==> config.mk <==
export PLATFORM = sky130hd
export DESIGN_NAME = uart_rx
export DESIGN_NICKNAME = d
export VERILOG_FILES = /design/src/rtl/uart_rx.sv
export SDC_FILE = /design/constraint.sdc
export NUM_CORES = 1
export LEC_CHECK = 0
export CAP_MARGIN = 15
export CORE_MARGIN = 5
export CORE_UTILIZATION = 36
export DETAILED_ROUTE_END_ITERATION = 6
export GPL_TIMING_DRIVEN = 0
export PLACE_DENSITY = 0.57
export SLEW_MARGIN = 20
export SYNTH_ARGS = -nofsm -noshare
export SYNTH_HDL_FRONTEND = slang
export SYNTH_SLANG_ARGS = --single-unit
==> constraint.sdc <==
create_clock -name clk -period 2.8 [get_ports clk]
set_input_delay 0.42 -clock clk [delete_from_list [all_inputs] [get_ports clk]]
set_output_delay 0.42 -clock clk [all_outputs]
set_load 0.01 [all_outputs]
Met2 routing:
The bar under the picture is 50 um long. Cells faint in the background.
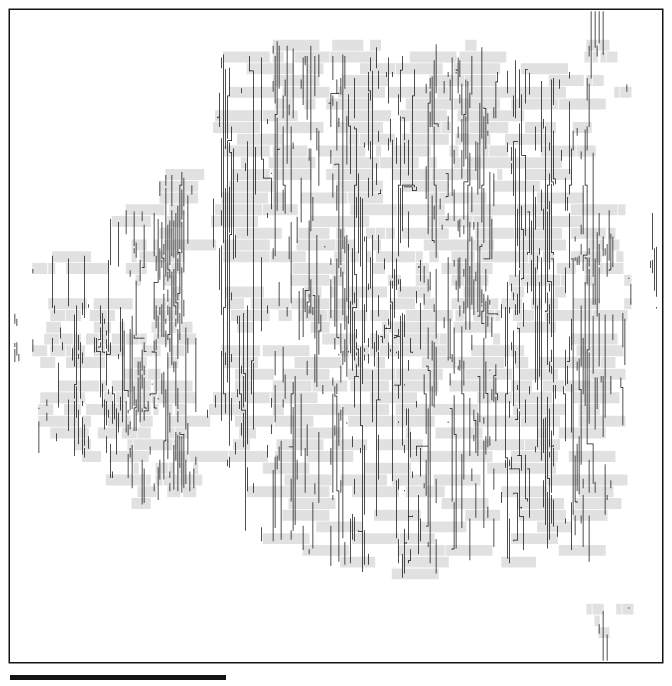
share of all routed wire	49%
longest straight run	67.1 um
nets with wire on the layer	423
wire length on this layer	7,310 um
main direction	vertical
final WL: 14,800 um
via count: 3,741
met2 Use GR: 0.219

Cells by drive strength:
The bar under the picture is 50 um long.
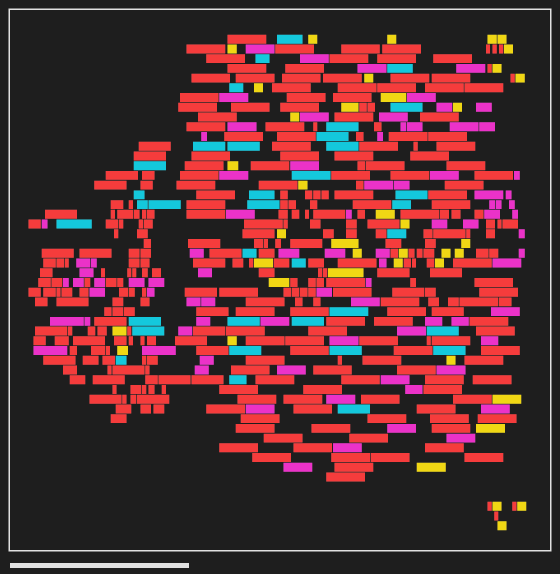
color	size	cells	share
magenta	drive 2	85	18%
red	drive 1 or less	325	67%
yellow	drive 3 to 4	40	8.2%
cyan	drive 6 and up	35	7.2%
count of non-CTS buffers in the layout: 65
Layout area overhead: 20.4%
fin area: 0.00861 sq mm

Routing congestion map:
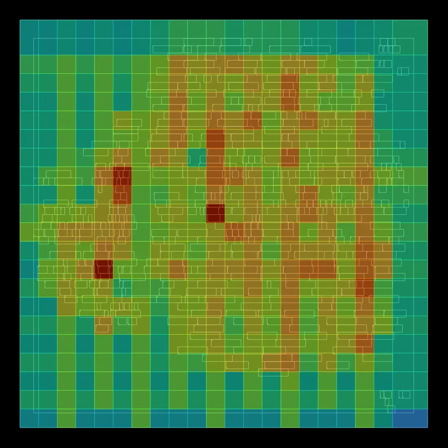
gr busiest metal: met2
gr usage total: 0.136
M1 GR Usage: 0.188
Avg WL per Cell: 19.8 um

A small window of the routed layout:
The bar under the picture is 10 um long. Region (55, 25) to (95, 65) um. Cells in gray, sequential cells in the stronger gray; small squares are vias.
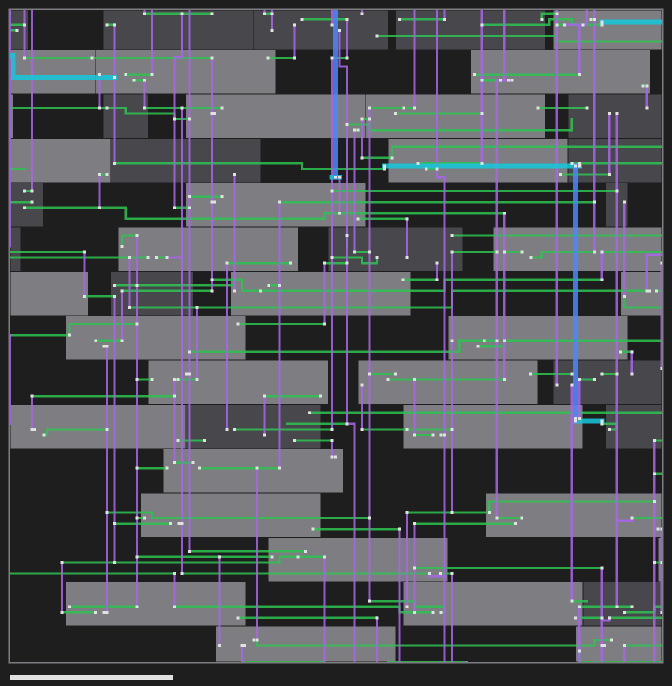
color	layer
green	met1
cyan	met3
blue	met4
purple	met2
cells with their middle in the window	39
most frequent	edfxtp_1 (23), mux4_2 (6), clkbuf_16 (4)
sequential cells in the window	26

Metal 1:
The bar under the picture is 50 um long. Supply wires on this layer in gray. Cells faint in the background.
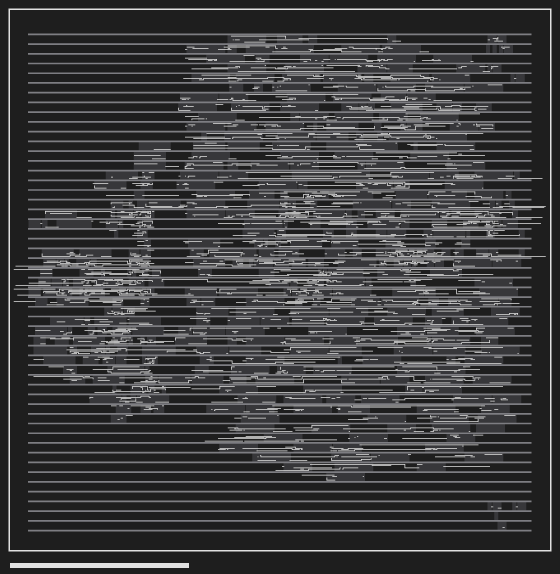
share of all routed wire	46%
wire length on this layer	6,860 um
nets with wire on the layer	458

==> flow_summary.toml <==
# flow metrics
[layout]
nonClkBufAreaFrac = 0.0689
inv_count = 9
layout-drive-gt1-share = 0.330
n_antenna_cell = 0

[outcome]
status = "finished clean"

[global_routing]
antenna_found_initial = 0
grt_max_degree = 21
grt_pass1_wl_um = 22900

[worst_setup_path]
path_cells = "buf_8 > buf_6 > buf_6 > mux4_2 > nor2b_4 > a211oi_4 > a211oi_2 > buf_2"
worstRegToRegCells = 7
endpoint_kind = "output port"
cp-start-kind = "register"
cp_num_buf_inv = 4
reg2reg_slack_ps = 210

[clocking]
cts.sinks = 166
cts_root_buf = "clkbuf_16"

[synth]
synthTopCellsByArea = "edfxtp_1, dfrtp_1, mux4_2"
syn-cell-area_sq_mm = 0.00715
syn_area_per_cell_sq_um = 17.4
synth_cell_types = 57
ys_ff = 166
yosys_area_sq_mm = 0.00715
top_cells_by_count = "edfxtp_1, dfrtp_1, mux4_2"

[sta]
relSlewSlack = 0.457
setup_tns_ps = 0
finalCritPeriodShare = 0.971
finalCriticalPeriod_ps = 2720
rsz0062_at_grt = "yes"
tightest_slew_ps = 815

[placement]
io_buffers = 18
placed_area_sq_mm = 0.00773
place_hpwl_um = 9420

[power]
p_per_area_mw_per_mm2 = 878
irDropWorstVdd_mv = 0.478
finalPower_mw = 7.56

[floorplanning]
dieArea_sq_mm = 0.0228

[job]
max_cap_violations = 0

[routing]
final_antenna_net_count = 0
[placed cells by master (no fill, tap or decap), drive strengths merged, types with 13 or more instances in the layout]
| cell | Yosys | layout |
|---|---|---|
| dfrtp | 35 | 35 |
| a211oi | 20 | 20 |
| edfxtp | 128 | 128 |
| and3 | 15 | 15 |
| mux2 | 15 | 15 |
| nor2 | 15 | 15 |
| mux4 | 32 | 32 |
| buf | 27 | 50 |
| xor2 | 13 | 13 |
| clkbuf | 2 | 27 |
[power by group through the flow]
stage	combinational (mW)	clock [mW]	sequential [mW]
finish	2.40	2.29	2.87
global route	2.60	2.44	2.89
CTS	2.27	2.33	2.87
detailed placement	2.01	0	2.92
global placement	1.94	0	2.91
floorplan	1.38	0	2.90
[cells by family after synthesis]
kind of cell	synth area share
buffers and inverters	0.0317
xor gates and xnor gates	0.0241
adders and majority gates	0.0175
DFF	0.671
muxes	0.141
other	0.000524
and+or+nand+nor	0.0637
AOI/OAI and AO/OA	0.0509
[per-layer routing]
metal | up-vias | GRT usage | wire length, um
li1 | 1719 | - | -
met2 | 73 | 0.219 | 7310
met5 | - | 0 | 0
met4 | 0 | 0.0385 | 193
met1 | 1935 | 0.188 | 6860
met3 | 14 | 0.0290 | 474
[through the flow]
| step | setup WS, ps | hold slack (ps) |
|---|---|---|
| CTS | -57.7 | 359 |
| global placement | -180 | 348 |
| finish | 80.2 | 357 |
| detailed placement | -293 | 353 |
| global route | -18.0 | 366 |
| floorplan | 525 | 124 |
[timing repair]
action / CTS / global route
pin swaps: 3 / 5
gates cloned: 0 / 2
hold buffers: 1 / 0
buffers inserted: 11 / 3
setup endpoints to repair: 9 / 7
hold endpoints to repair: 15 / 0
gates resized: 58 / 19
